cell_classes.png
Bar = 20 um.
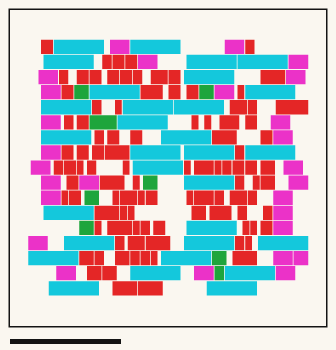
final_congestion.png
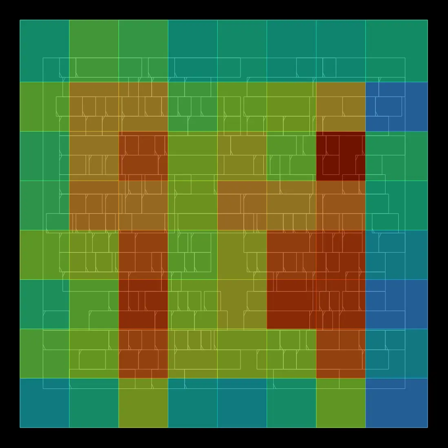
port_nets.png
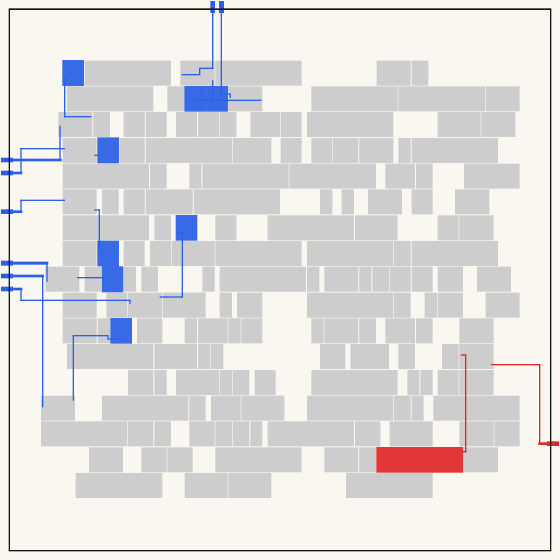
wire_density.png
Bar = 20 um. The die is cut into 11 by 11 equal tiles; dark purple is low, yellow is high, scaled to the fullest tile. Values are wire area over tile area, all layers added.
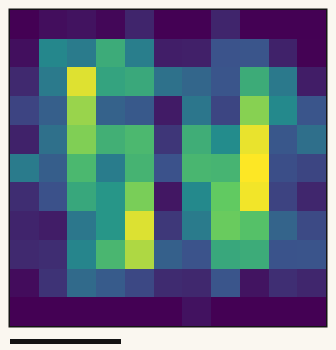
`src/rtl/jk_pkg.sv`:
```
// rtl/jk_pkg.sv - shared encodings for the J/K excitation transmitter
package jk_pkg;

    localparam int ENC_MIN   = 0;
    localparam int ENC_TOG   = 1;
    localparam int ENC_FORCE = 2;

    typedef enum logic [1:0] {
        ST_IDLE  = 2'd0,
        ST_SHIFT = 2'd1,
        ST_DRAIN = 2'd2
    } state_t;

endpackage

```
`src/rtl/jk_excite_tx_if.sv`:
```
// rtl/jk_excite_tx_if.sv - parallel word handshake into the J/K transmitter
interface jk_excite_tx_if #(
    parameter int WIDTH = 8
);
    logic             in_valid;
    logic [WIDTH-1:0] in_data;
    logic             in_ready;

    modport master (output in_valid, output in_data, input in_ready);
    modport slave  (input in_valid, input in_data, output in_ready);
endinterface

```
`src/rtl/jk_excite_enc.sv`:
```
// rtl/jk_excite_enc.sv - maps (present q, wanted q) to a J/K excitation pair
module jk_excite_enc
    import jk_pkg::*;
#(
    parameter int ENC_MODE = ENC_MIN
) (
    input  logic p,
    input  logic d,
    output logic j,
    output logic k
);

    always_comb begin
        j = 1'b0;
        k = 1'b0;
        case (ENC_MODE)
            ENC_TOG: begin
                j = p ^ d;
                k = p ^ d;
            end
            ENC_FORCE: begin
                j = d;
                k = ~d;
            end
            default: begin
                j = ~p & d;
                k = p & ~d;
            end
        endcase
    end

endmodule

```
`src/rtl/jk_excite_tx.sv`:
```
// rtl/jk_excite_tx.sv - serialises words as J/K excitation and checks the returned q
module jk_excite_tx
    import jk_pkg::*;
#(
    parameter int WIDTH     = 8,
    parameter int ENC_MODE  = ENC_MIN,
    parameter int LSB_FIRST = 0,
    parameter int CNT_W     = 8
) (
    input  logic             clk,
    input  logic             reset,
    jk_excite_tx_if.slave    word,
    output logic             j,
    output logic             k,
    input  logic             q_fb,
    input  logic             clear_err,
    output logic             busy,
    output logic             done,
    output logic             mismatch,
    output logic [CNT_W-1:0] err_count
);

    localparam int BC_W = (WIDTH > 1) ? $clog2(WIDTH) : 1;
    localparam logic [BC_W-1:0] LAST_BIT = BC_W'(WIDTH - 1);

    state_t           state, state_nxt;
    logic [WIDTH-1:0] shreg;
    logic [BC_W-1:0]  cnt;
    logic             q_pred;
    logic             exp1, exp2, v1, v2;
    logic             d_bit, j_enc, k_enc, accept, check_fail;

    assign d_bit      = (LSB_FIRST != 0) ? shreg[0] : shreg[WIDTH-1];
    assign accept     = (state == ST_IDLE) && word.in_valid;
    assign check_fail = v2 && (q_fb != exp2);
    assign word.in_ready = (state == ST_IDLE);
    assign busy       = (state != ST_IDLE);

    jk_excite_enc #(.ENC_MODE(ENC_MODE)) u_enc (
        .p(q_pred),
        .d(d_bit),
        .j(j_enc),
        .k(k_enc)
    );

    always_comb begin
        state_nxt = state;
        case (state)
            ST_IDLE:  if (accept) state_nxt = ST_SHIFT;
            ST_SHIFT: if (cnt == LAST_BIT) state_nxt = ST_DRAIN;
            ST_DRAIN: if (cnt == BC_W'(1)) state_nxt = ST_IDLE;
            default:  state_nxt = ST_IDLE;
        endcase
    end

    always_ff @(posedge clk or negedge reset) begin
        if (!reset) begin
            state     <= ST_IDLE;
            shreg     <= '0;
            cnt       <= '0;
            q_pred    <= 1'b0;
            j         <= 1'b0;
            k         <= 1'b0;
            exp1      <= 1'b0;
            exp2      <= 1'b0;
            v1        <= 1'b0;
            v2        <= 1'b0;
            done      <= 1'b0;
            mismatch  <= 1'b0;
            err_count <= '0;
        end else begin
            state    <= state_nxt;
            done     <= (state == ST_DRAIN) && (state_nxt == ST_IDLE);
            mismatch <= check_fail;
            j        <= 1'b0;
            k        <= 1'b0;
            // expected q trails the excitation by two edges (flop, then its output)
            v1       <= (state == ST_SHIFT);
            exp1     <= d_bit;
            v2       <= v1;
            exp2     <= exp1;
            case (state)
                ST_IDLE: begin
                    if (accept) begin
                        shreg <= word.in_data;
                        cnt   <= '0;
                    end
                end
                ST_SHIFT: begin
                    j      <= j_enc;
                    k      <= k_enc;
                    q_pred <= d_bit;
                    shreg  <= (LSB_FIRST != 0) ? (shreg >> 1) : (shreg << 1);
                    cnt    <= (cnt == LAST_BIT) ? '0 : cnt + BC_W'(1);
                end
                ST_DRAIN: cnt <= cnt + BC_W'(1);
                default: ;
            endcase
            if (clear_err)
                err_count <= '0;
            else if (check_fail && (err_count != {CNT_W{1'b1}}))
                err_count <= err_count + CNT_W'(1);
        end
    end

endmodule

```
`src/flat_wrapper.sv`:
```
// flat-port wrapper written by rule: the top's interface ports become plain ports
module jk_excite_tx_flat import jk_pkg::*;
#(
    parameter int WIDTH     = 8,
    parameter int ENC_MODE  = ENC_MIN,
    parameter int LSB_FIRST = 0,
    parameter int CNT_W     = 8
)
  (clk, reset, j, k, q_fb, clear_err, busy, done, mismatch, err_count, word_in_valid, word_in_data, word_in_ready);
  jk_excite_tx_if #(.WIDTH(WIDTH)) word_i ();
  input  logic clk;
  input  logic reset;
  output logic j;
  output logic k;
  input  logic q_fb;
  input  logic clear_err;
  output logic busy;
  output logic done;
  output logic mismatch;
  output logic [CNT_W-1:0] err_count;
  input wire logic [$bits(word_i.in_valid)-1:0] word_in_valid;
  input wire logic [$bits(word_i.in_data)-1:0] word_in_data;
  output wire logic [$bits(word_i.in_ready)-1:0] word_in_ready;
  assign word_i.in_valid = word_in_valid;
  assign word_i.in_data = word_in_data;
  assign word_in_ready = word_i.in_ready;
  jk_excite_tx #(.WIDTH(WIDTH), .ENC_MODE(ENC_MODE), .LSB_FIRST(LSB_FIRST), .CNT_W(CNT_W)) u_core (.clk(clk), .reset(reset), .word(word_i), .j(j), .k(k), .q_fb(q_fb), .clear_err(clear_err), .busy(busy), .done(done), .mismatch(mismatch), .err_count(err_count));
endmodule
```
`config.mk`:
```
export PLATFORM = sky130hd
export DESIGN_NAME = jk_excite_tx_flat
export DESIGN_NICKNAME = d
export VERILOG_FILES = /design/src/rtl/jk_pkg.sv /design/src/rtl/jk_excite_tx_if.sv /design/src/rtl/jk_excite_enc.sv /design/src/rtl/jk_excite_tx.sv /design/src/flat_wrapper.sv
export SDC_FILE = /design/constraint.sdc
export NUM_CORES = 1
export LEC_CHECK = 0
export CAP_MARGIN = 30
export CORE_MARGIN = 3
export CORE_UTILIZATION = 55
export CTS_CLUSTER_DIAMETER = 80
export DETAILED_ROUTE_END_ITERATION = 8
export HOLD_SLACK_MARGIN = 0.06
export PLACE_DENSITY = 0.84
export SLEW_MARGIN = 20
export SYNTH_ARGS = -nofsm -noshare
export SYNTH_HDL_FRONTEND = slang
export SYNTH_HIERARCHICAL = 1
export SYNTH_SLANG_ARGS = --single-unit
```
`constraint.sdc`:
```
create_clock -name clk -period 2.5 [get_ports clk]
set_clock_uncertainty 0.1 [all_clocks]
set_input_delay 0.375 -clock clk [delete_from_list [all_inputs] [get_ports clk]]
set_output_delay 0.375 -clock clk [all_outputs]
set_load 0.005 [all_outputs]
```
==> reports/results.txt <==
Slew Limit Headroom = 71.68%
# port buffers = 26
bufs w/o clock = 27
Net Sw Power = 0.5987 mW
status = completed
CTS tree = yes
top cells by count, synth = 30 x dfrtp_1, 15 x o22ai_1, 11 x a21oi_1
total power = 1.643 mW
Reg area = 750.7 um^2
Seq pwr share = 45.3%
Top logic family = AND-OR/OR-AND gates
Late-Pin Clk Latency = 330 ps
mux share = 2.890%
combinational group share of total power = 36.1%
slowest cell on the critical path = clkdlybuf4s50_1
Largest cell class = registers
register bit total from synthesis = 30
Slew @ Worst Pin = 424.8 ps
Post-synth EDFFs = 0
pwr/cell area = 925.9 mW/mm^2
fill count = 166
Die ar. = 0.003246 mm^2
Core ar. = 0.002340 mm^2
CP Capture Type = primary output
Int Power = 1.044 mW
OpenROAD warnings = 30
clock buf count = 6
vias in the first global route = 1186
Initial Utilization = 61.07%
cts hold-fix bufs = 0
drt drc = 0
CTS Buf Count = 5
Mapped Cells = 134
synthesized cell area = 0.001429 mm^2
most common cell in the netlist = dfrtp_1
Top delay family on crit path = buffers and inverters
Hold Crit Start = u_core/exp1$_DFF_PN0_
GP Congestion = 0.8879
setup bufs post-CTS = 0
Leakage Power = 0.7727 nW
Synth Seq Share = 52.54%
fin. max-slew vios = 0
commonest register cell after synthesis = dfrtp_1
r2r setup slk = 440 ps
row count = 17
largest net degree at the start of global routing = 31
worst vdd ir = 0.0008416 V
first-iteration detailed-routing DRC count = 47
mi-comb count = 92
Simple-Gate Area Share = 13.84%
hold crit path type = reg2reg
Reg2Reg Depth = 5
sequential cell area share = 42.31%
Slowest Stage Delay on Critical Path = 590 ps
Worst Path Buf+Inv = 2
placed cell count = 185
total sequential power = 0.744 mW
Detailed Place HPWL = 2174 um
final period utilization = 93.64%
CP Launch Point = u_core/state[0]$_DFF_PN0_
vias per inst = 5.922
Area growth syn-to-layout = 24.17%
Clock Power = 0.306 mW
final setup fails = 0
registers = 30
per-cell routed wire length = 15.77 um
worst hold endpoint = u_core/exp2$_DFF_PN0_
-- cell_classes.png (at the start) --
[all other logic] red | cells: 100 | share of their area: 38%
[flip-flops] cyan | cells: 30 | share of their area: 43%
[other buffers and delay cells] magenta | cells: 27 | share of their area: 15%
[clock drivers and dummy loads] green | cells: 8 | share of their area: 3.7%

-- final_congestion.png (at the start) --
All-Layer GR Usage: 21.27%
GR peak layer: met2

-- port_nets.png (at the start) --
[word_in_data] blue | bits: 8 | direction: input | end cells: 8 | buffers: 8 | wire: 124 um
[mismatch] red | bits: 1 | direction: output | end cells: 1 | buffers: 1 | wire: 25.2 um

-- wire_density.png (at the start) --
emptiest ninth of the die: south-west
tiles over half the peak: 25%
fullest tile: 0.48
mean over tiles: 0.16
nearly empty tiles: 15%

per-stage QoR:
stage / util, % / area [um^2]
detailed placement: 73.10 / 1710
finish: 75.83 / 1774
CTS: 75.83 / 1774
floorplan: - / 1429
global route: 75.83 / 1774
global placement: 73.10 / 1710
sequential cells by signal, summed over array words and instances, names as in the netlist:
name              count
u_core/err_count      8
u_core/shreg          8
u_core/cnt            3
u_core/state          2
u_core/done           1
u_core/exp1           1
u_core/exp2           1
u_core/j              1
u_core/k              1
u_core/mismatch       1
u_core/q_pred         1
u_core/v1             1
u_core/v2             1
worst register-to-register path: stages (launching register included):
cell      delay, ps
dfrtp_1         410
inv_1           110
ha_1            430
nand2b_1        330
a311oi_1        460
nor3b_1         100
Power is estimated from default activity; no workload was simulated.
